==> src/rtl/reg_status_table_if.sv <==
// rtl/reg_status_table_if.sv - lookup, dispatch, CDB and flush signals of the register status table
//
// Ports (slave = table side, master = dispatch/issue side):
//   Rs_Addr/Rt_Addr        source register lookup addresses
//   Rs_Tag/Rs_Valid        pending tag and pending flag for Rs_Addr (CDB bypassed)
//   Rt_Tag/Rt_Valid        pending tag and pending flag for Rt_Addr (CDB bypassed)
//   Dis_Wr_En/Dis_Rd_Addr/Dis_Tag  dispatch allocation of a tag to a destination register
//   Cdb_Valid/Cdb_Tag      common data bus result broadcast
//   Flush                  discard every pending entry
//   Busy_Count             registered number of pending entries
interface reg_status_table_if #(
    parameter int TAG_WIDTH = 5
);
    logic [4:0]           Rs_Addr;
    logic [4:0]           Rt_Addr;
    logic [TAG_WIDTH-1:0] Rs_Tag;
    logic                 Rs_Valid;
    logic [TAG_WIDTH-1:0] Rt_Tag;
    logic                 Rt_Valid;
    logic                 Dis_Wr_En;
    logic [4:0]           Dis_Rd_Addr;
    logic [TAG_WIDTH-1:0] Dis_Tag;
    logic                 Cdb_Valid;
    logic [TAG_WIDTH-1:0] Cdb_Tag;
    logic                 Flush;
    logic [5:0]           Busy_Count;

    modport slave (
        input  Rs_Addr, Rt_Addr, Dis_Wr_En, Dis_Rd_Addr, Dis_Tag,
               Cdb_Valid, Cdb_Tag, Flush,
        output Rs_Tag, Rs_Valid, Rt_Tag, Rt_Valid, Busy_Count
    );

    modport master (
        output Rs_Addr, Rt_Addr, Dis_Wr_En, Dis_Rd_Addr, Dis_Tag,
               Cdb_Valid, Cdb_Tag, Flush,
        input  Rs_Tag, Rs_Valid, Rt_Tag, Rt_Valid, Busy_Count
    );
endinterface

==> src/rtl/reg_status_table.sv <==
// rtl/reg_status_table.sv - per-register pending-result tag table for Tomasulo dispatch
//
// Ports:
//   clock  rising-edge clock
//   reset  synchronous, active-high; clears every entry and the busy count
//   bus    reg_status_table_if.slave: two combinational lookups with CDB bypass,
//          dispatch write, CDB clear, flush and registered Busy_Count
module reg_status_table #(
    parameter int NUM_REGS  = 32,
    parameter int TAG_WIDTH = 5
) (
    input  logic                 clock,
    input  logic                 reset,
    reg_status_table_if.slave    bus
);

    logic [NUM_REGS-1:0]  valid;
    logic [TAG_WIDTH-1:0] tag [NUM_REGS];
    logic [NUM_REGS-1:0]  next_valid;
    logic                 rs_cdb_hit;
    logic                 rt_cdb_hit;
    logic                 dis_write;

    function automatic logic [5:0] popcount(input logic [NUM_REGS-1:0] v);
        logic [5:0] acc;
        acc = '0;
        for (int i = 0; i < NUM_REGS; i++) begin
            acc = acc + {5'b0, v[i]};
        end
        return acc;
    endfunction

    // Register 0 is hard-wired "ready": writes to it are dropped here so
    // its valid bit can never be set.
    assign dis_write = bus.Dis_Wr_En && (bus.Dis_Rd_Addr != 5'd0);

    // A result on the CDB this cycle counts as ready for the lookups, so
    // issue does not wait an extra cycle for the table clear.
    assign rs_cdb_hit = bus.Cdb_Valid && (tag[bus.Rs_Addr] == bus.Cdb_Tag);
    assign rt_cdb_hit = bus.Cdb_Valid && (tag[bus.Rt_Addr] == bus.Cdb_Tag);

    assign bus.Rs_Valid = valid[bus.Rs_Addr] && !rs_cdb_hit;
    assign bus.Rt_Valid = valid[bus.Rt_Addr] && !rt_cdb_hit;
    assign bus.Rs_Tag   = bus.Rs_Valid ? tag[bus.Rs_Addr] : '0;
    assign bus.Rt_Tag   = bus.Rt_Valid ? tag[bus.Rt_Addr] : '0;

    // CDB clear first, then the dispatch write so it wins on the same entry.
    always_comb begin
        next_valid = valid;
        for (int i = 0; i < NUM_REGS; i++) begin
            if (bus.Cdb_Valid && valid[i] && (tag[i] == bus.Cdb_Tag)) begin
                next_valid[i] = 1'b0;
            end
        end
        if (dis_write) begin
            next_valid[bus.Dis_Rd_Addr] = 1'b1;
        end
    end

    always_ff @(posedge clock) begin
        if (reset) begin
            valid          <= '0;
            bus.Busy_Count <= '0;
            for (int i = 0; i < NUM_REGS; i++) begin
                tag[i] <= '0;
            end
        end else if (bus.Flush) begin
            // Tags are left in place; with valid cleared they are never observed.
            valid          <= '0;
            bus.Busy_Count <= '0;
        end else begin
            valid          <= next_valid;
            bus.Busy_Count <= popcount(next_valid);
            if (dis_write) begin
                tag[bus.Dis_Rd_Addr] <= bus.Dis_Tag;
            end
        end
    end

endmodule
==> src/flat_wrapper.sv <==
// flat-port wrapper written by rule: the top's interface ports become plain ports
module reg_status_table_flat 
#(
    parameter int NUM_REGS  = 32,
    parameter int TAG_WIDTH = 5
)
  (clock, reset, bus_Rs_Addr, bus_Rt_Addr, bus_Dis_Wr_En, bus_Dis_Rd_Addr, bus_Dis_Tag, bus_Cdb_Valid, bus_Cdb_Tag, bus_Flush, bus_Rs_Tag, bus_Rs_Valid, bus_Rt_Tag, bus_Rt_Valid, bus_Busy_Count);
  reg_status_table_if #(.TAG_WIDTH(TAG_WIDTH)) bus_i ();
  input  logic clock;
  input  logic reset;
  input wire logic [$bits(bus_i.Rs_Addr)-1:0] bus_Rs_Addr;
  input wire logic [$bits(bus_i.Rt_Addr)-1:0] bus_Rt_Addr;
  input wire logic [$bits(bus_i.Dis_Wr_En)-1:0] bus_Dis_Wr_En;
  input wire logic [$bits(bus_i.Dis_Rd_Addr)-1:0] bus_Dis_Rd_Addr;
  input wire logic [$bits(bus_i.Dis_Tag)-1:0] bus_Dis_Tag;
  input wire logic [$bits(bus_i.Cdb_Valid)-1:0] bus_Cdb_Valid;
  input wire logic [$bits(bus_i.Cdb_Tag)-1:0] bus_Cdb_Tag;
  input wire logic [$bits(bus_i.Flush)-1:0] bus_Flush;
  output wire logic [$bits(bus_i.Rs_Tag)-1:0] bus_Rs_Tag;
  output wire logic [$bits(bus_i.Rs_Valid)-1:0] bus_Rs_Valid;
  output wire logic [$bits(bus_i.Rt_Tag)-1:0] bus_Rt_Tag;
  output wire logic [$bits(bus_i.Rt_Valid)-1:0] bus_Rt_Valid;
  output wire logic [$bits(bus_i.Busy_Count)-1:0] bus_Busy_Count;
  assign bus_i.Rs_Addr = bus_Rs_Addr;
  assign bus_i.Rt_Addr = bus_Rt_Addr;
  assign bus_i.Dis_Wr_En = bus_Dis_Wr_En;
  assign bus_i.Dis_Rd_Addr = bus_Dis_Rd_Addr;
  assign bus_i.Dis_Tag = bus_Dis_Tag;
  assign bus_i.Cdb_Valid = bus_Cdb_Valid;
  assign bus_i.Cdb_Tag = bus_Cdb_Tag;
  assign bus_i.Flush = bus_Flush;
  assign bus_Rs_Tag = bus_i.Rs_Tag;
  assign bus_Rs_Valid = bus_i.Rs_Valid;
  assign bus_Rt_Tag = bus_i.Rt_Tag;
  assign bus_Rt_Valid = bus_i.Rt_Valid;
  assign bus_Busy_Count = bus_i.Busy_Count;
  reg_status_table #(.NUM_REGS(NUM_REGS), .TAG_WIDTH(TAG_WIDTH)) u_core (.clock(clock), .reset(reset), .bus(bus_i));
endmodule
==> config.mk <==
export PLATFORM = sky130hd
export DESIGN_NAME = reg_status_table_flat
export DESIGN_NICKNAME = d
export VERILOG_FILES = /design/src/rtl/reg_status_table_if.sv /design/src/rtl/reg_status_table.sv /design/src/flat_wrapper.sv
export SDC_FILE = /design/constraint.sdc
export NUM_CORES = 1
export LEC_CHECK = 0
export CORE_MARGIN = 5
export CORE_UTILIZATION = 67
export DETAILED_ROUTE_END_ITERATION = 16
export GPL_TIMING_DRIVEN = 1
export HOLD_SLACK_MARGIN = 0.05
export PLACE_DENSITY_LB_ADDON = 0.3
export SLEW_MARGIN = 25
export SYNTH_ARGS = -nofsm -noshare
export SYNTH_HDL_FRONTEND = slang
export SYNTH_SLANG_ARGS = --single-unit
==> constraint.sdc <==
create_clock -name clock -period 11.6 [get_ports clock]
set_input_delay 2.32 -clock clock [delete_from_list [all_inputs] [get_ports clock]]
set_output_delay 2.32 -clock clock [all_outputs]
set_load 0.005 [all_outputs]
Run 1, cells colored by class:
Scale bar: 50 um. Fill, decap, tap and diode cells in gray.
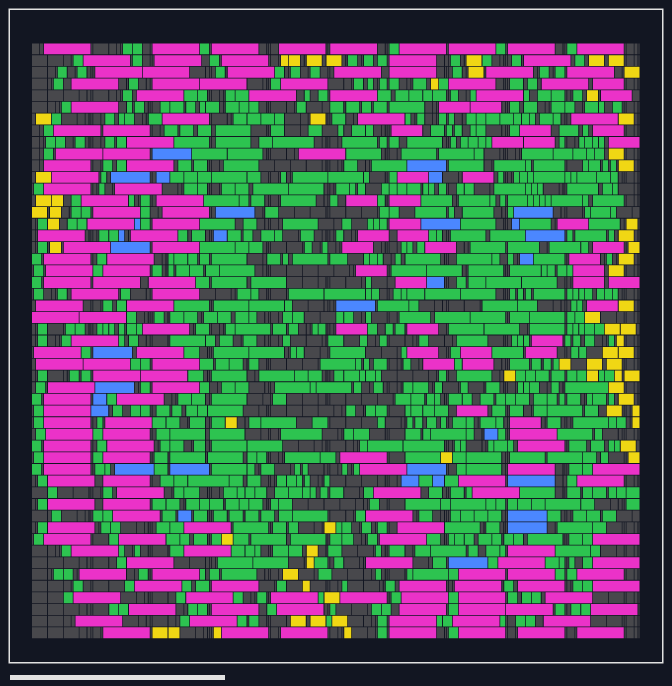
| color | class | cells | share of their area |
|---|---|---|---|
| green | combinational and other logic | 857 | 53% |
| yellow | remaining buffers and delay cells | 65 | 3.9% |
| blue | clock drivers and dummy loads | 32 | 4.0% |
| magenta | sequential cells | 198 | 39% |
Final Util: 74.3%
total core area: 19700 um^2
fin area: 14600 um^2

Run 1, the metal 2 layer:
Scale bar: 50 um.
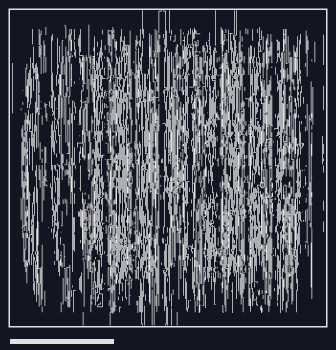
share of all routed wire: 45%
main direction: vertical
met2 track demand over resource: 51.5%
vias: 9706

==> Slide: Implementation Results, run 1 <==
Physical Implementation Snapshot

Layout
  • Register Area: ~5600 um^2
  • N_diodes: 0
  • Non-clk buf share: ~3.8%
  • Clk_buf instances: 18
  • Non-Filler Instances: roughly 1400
  • Buffers, non-clock: 65
  • Logic area: 7460 um^2
  • Non-clk invs: 33
  • Clk cell area share: about 3.9%
  • Share of cells above drive strength 1: between 10% and 20%
  • Filler instances: 1363

Drt
  • Metal3 WL: approximately 5.0 mm
  • Routed vias/inst: between 6 and 7
  • Met2 routed WL: 17.9 mm
  • Final Routed Wirelength: 40.1 mm
  • Detail Route Antenna Nets: 0
  • DR WL/cell: 28.3 um
  • Met1 WL: 15.1 mm
  • Pre-Repair DR Iteration Count: 7
  • # DRC: 0
  • Max layer used: met4

Clock network
  • Root buffer cell: clkbuf_16
  • Worst-path clk slew: roughly 0.070 ns
  • Post-CTS Hold Buffers: 0
  • Post-CTS setup buffer count: 0
  • CTS tree: done

Power and ir drop
  • VDD IR max: between 0.0001 and 0.00015 V
  • Leakage: 5.09 nW

Synthesis
  • Yosys stat area: ~13000 um^2
  • Comb area leader: multiplexers
  • Mapped Cells: 1133
  • Xor/xnor share: 11.1%
  • Flip-flops with a built-in enable: around 160
  • Adder-Cell Fraction of Synth Area: ~4.3%

Global routing
  • Routing usage on met3: 9.54%
  • M1 GR Usage: between 40% and 50%

Setup path
  • Worst path required time: 9.28 ns
  • Crit-path max FO: 25
  • Critical path capture point type: primary output

Placed design
  • Final HPWL DP: about 30 mm
  • Worst slack at placement: between 3 and 4 ns

Floorplanning
  • Die ar.: around 23000 um^2
  • Die W: 152 um

Timing
  • Setup TNS after final layout: 0 ns
  • Final Hold Viols: 0
  • Fmax achieved: roughly 0.12 GHz
  • Final setup violation count: 0

Run
  • Max_cap viols: 0

Worst hold path
  • Hold Path Origin: u_core.valid[12]

Status
  • Status: complete, no violations
Run 1, clock wires, drivers and flops:
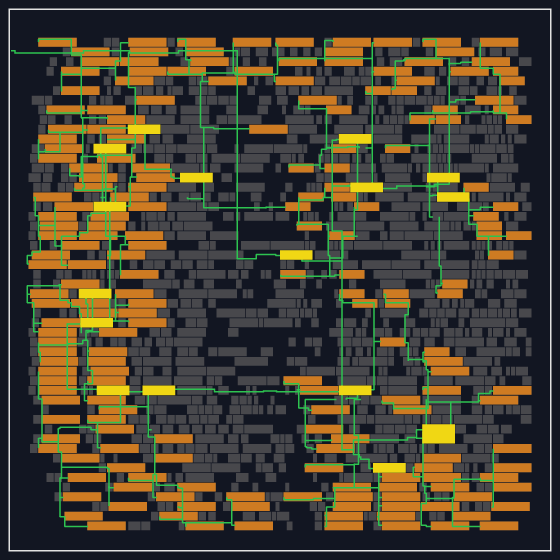
[green] clock wires | length: 2390 um
[orange] flip-flops | count: 198
[yellow] clock drivers | count: 17
flops lie: all over the die
clk_skew: 0.0106 ns
clk_lat worst skew: 0.45 ns
Clk power: 0.592 mW
clock share of power: 34.4%

Run 1, cell outlines without signal wires:
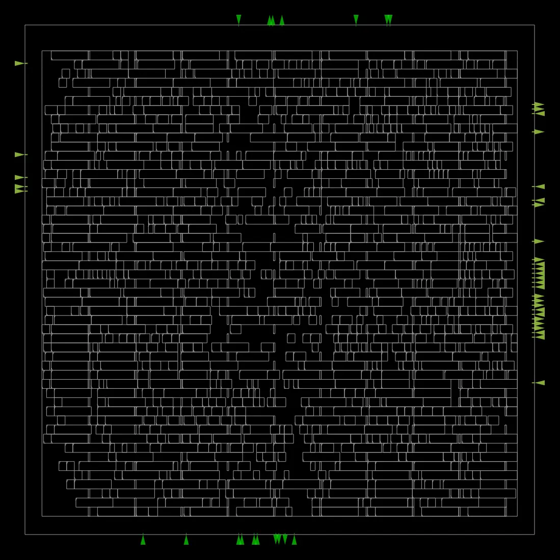
sequential cell area share: 38.1%
Row Count: 51

-- run 1: report_power, final --
group | switching, mW | internal (mW)
logic | 0.160 | 0.129
registers | 0.0396 | 0.799
clock network | 0.289 | 0.303
total | 0.488 | 1.23
-- run 1: synthesized netlist by cell type (all sizes together) (7+ instances only) --
master	n	area [um^2]
nand4	22	138
buf	33	168
nor2b	8	50.1
inv	33	124
nand3	21	105
ha	8	100
mux4	106	2410
xor2	59	517
nand2b	7	43.8
nor2	80	300
mux2i	17	183
and2	176	1100
clkbuf	49	184
o21ai	40	200
o22ai	8	50.1
or2	33	206
xnor2	112	981
nand2	34	128
edfxtp	160	4800
nor4	18	113
a21oi	17	85.1
fa	24	480
dfxtp	38	761
-- run 1: path summary, 6_finish.rpt --
kind / to / slack (ns) / depth (start not counted)
worst max-delay path: bus_Rs_Tag[2] / 3.03 / 10
worst min-delay path: u_core.valid[12] / 0.60 / 2
worst max register to register: u_core.bus.Busy_Count[4] / 5.40 / 19
worst min register to register: u_core.valid[12] / 0.60 / 2
-- run 1: worst max-delay path, stage by stage --
cell	delay [ns]
buf_2	0.53
buf_4	0.52
mux4_2	0.60
mux4_2	0.52
mux2i_4	0.21
xnor2_1	0.10
or3_4	0.35
o41ai_4	0.47
nor4_1	0.09
clkdlybuf4s50_1	0.50
-- run 1: flip-flops by register name, indices dropped and copies added (netlist names) --
name,flops
u_core.valid,32
u_core.tag,160
u_core.bus.Busy_Count,6
-- run 1: kinds of logic after synthesis --
family | count (synthesis)
adder cells (fa/ha/maj) | 32
multiplexers | 126
XOR/XNOR | 171
other | 1
AND/OR/NAND/NOR | 410
flip-flops | 198
buffers and inverters | 115
AND-OR/OR-AND | 80
==> run 2: changes to the inputs <==
- CORE_UTILIZATION: 67 -> 57
- clock period: 11.6 -> 7.7 ns (I/O delays scaled with it)
==> run 2 against run 1 <==
- sequential cell count stayed put
- largest cell class unchanged
- count of clock-buffer cells in the layout is 1 lower
- global-route usage is 4.1 points lower
- critical endpoint is now u_core.bus.Busy_Count[4]
- via count is 0.97% higher
- worst setup slack worse by 2.5 ns
- clock skew is 0.0023 ns lower
- non-clock buffer count is 26 higher
- cell count is 5.6% higher
- utilization is 10 points lower
- combinational power is 57% higher
==> Slide: Implementation Results, run 2 <==
Physical Implementation Snapshot

Synthesis
  • Count leader, synth: and2_1
  • Top cells by count: 176 x and2_1, 160 x edfxtp_1, 112 x xnor2_1
  • Max-area cell share: roughly 36%
  • Post-synth top area cell: edfxtp_1
  • Top area cell types: edfxtp_1 36%, mux4_2 17%, and2_1 8.2%
  • Yosys stat area: 13500 um^2

Setup path
  • Cell chain of the critical path: clkdlybuf4s50_1 > nor2b_1 > nand3_1 > nor2_1 > a21oi_1 > fa_1 > fa_1 > inv_1 > fa_1 > fa_1 > fa_1 > inv_1 > fa_1 > fa_1 > fa_1 > inv_1 > a21o_1 > a21oi_1 > xor2_1 > nor2_1
  • Critical path capture point type: flip-flop
  • CP Buf/Inv Count: 4
  • Critical-path top delay cell: clkdlybuf4s50_1

Power and ir drop
  • Clock share of power: around a third
  • Leakage: approximately 5.2 nW
  • Psw: around 0.76 mW
  • Pint: 1.87 mW
  • Net Sw Frac: between 20 and 30%
  • Combinational power share: between 10% and 20%

Run
  • Max_cap viols: 0

Global routing
  • Met2 track demand over resource: 47.4%
  • M1 GR Usage: between 40% and 50%
  • Routing usage on met3: under 10%

Drt
  • Vias: 9800
  • Met2 routed WL: about 18 mm
  • Met1 WL: roughly 16 mm
  • Max layer used: met5
  • # DRC: 0

Layout
  • Share of cells above drive strength 1: between 15 and 20%
  • Largest registers: u_core.tag x160, u_core.valid x32, u_core.bus.Busy_Count x6
  • Final Util: a little under two thirds
  • Largest Register: u_core.tag
  • Largest register FFs: around 160

Timing
  • Final Hold Viols: 0
  • Final setup violation count: 0

Floorplanning
  • Die ar.: around 27000 um^2
  • Row Count: 56
  • Die W: ~160 um

Clock network
  • Post-CTS Hold Buffers: 0
  • Root buffer cell: clkbuf_16

Status
  • Status: complete, no violations

Placed design
  • Final HPWL DP: slightly below 30 mm
run 2: netlist changes by cell type in the layout (fill, tap and decap cells not counted):
cell / change
buf_4: +19
buf_12: +7
inv_6: -2
a2111oi_0: +1
a2111oi_1: -1
buf_2: -1
clkbuf_1: -1
clkdlybuf4s50_1: +1
clkinv_1: +1
clkinvlp_4: +1
inv_8: +1
run 2: cells by family after synthesis:
group	synth area share, %
xor gates and xnor gates	11.1
buffers and inverters	3.53
DFF	41.3
AOI/OAI and AO/OA	3.49
adders and majority gates	4.31
other	0.0278
and+or+nand+nor	16.8
muxes	19.4
run 2: power groups by stage:
| stage | Combinational (mW) | Clock (mW) | Sequential [mW] |
|---|---|---|---|
| after CTS | 0.446 | 0.905 | 1.26 |
| after global placement | 0.437 | 0 | 1.28 |
| after floorplan | 0.307 | 0 | 1.26 |
| after detailed placement | 0.444 | 0 | 1.28 |
| after global routing | 0.479 | 0.951 | 1.26 |
| final | 0.455 | 0.906 | 1.26 |
run 2: final cells by class:
class                      count  area [um^2]
fill                        1808         8440
multi-input combinational    824         7460
sequential                   198         5570
timing repair buffer          91          843
clock buffer                  17          425
tap                          319          399
clock inverter                15          146
inverter                      33          124
run 2: worst paths after layout:
| check | startpoint | endpoint | slack [ns] | depth (start not counted) |
|---|---|---|---|---|
| max | bus_Dis_Rd_Addr[3] | u_core.bus.Busy_Count[4] | 0.52 | 20 |
| min | u_core.valid[26] | u_core.valid[26] | 0.59 | 2 |
| max reg2reg | u_core.tag[28][0] | u_core.bus.Busy_Count[4] | 1.65 | 19 |
| min reg2reg | u_core.valid[26] | u_core.valid[26] | 0.59 | 2 |
run 2: tightest hold or removal path: stages (launching register included):
cell	delay [ns]
dfxtp_1	0.36
a21oi_1	0.10
nor2_1	0.09
Run 2, floorplan with the power grid:
Pins as bars on the die edge. Tap cells in gray.
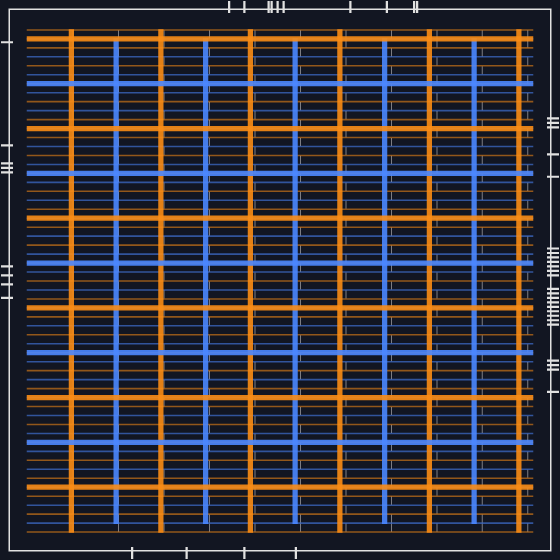
| color | net |
|---|---|
| orange | VSS |
| blue | VDD |
signal pins: 48
rows: 56
met5 straps: 11
tap cells: 319
met1 rails: 57
total core area: 23400 um^2
die height: 164 um

No activity file was given, so power comes from the tool's default toggle rates.
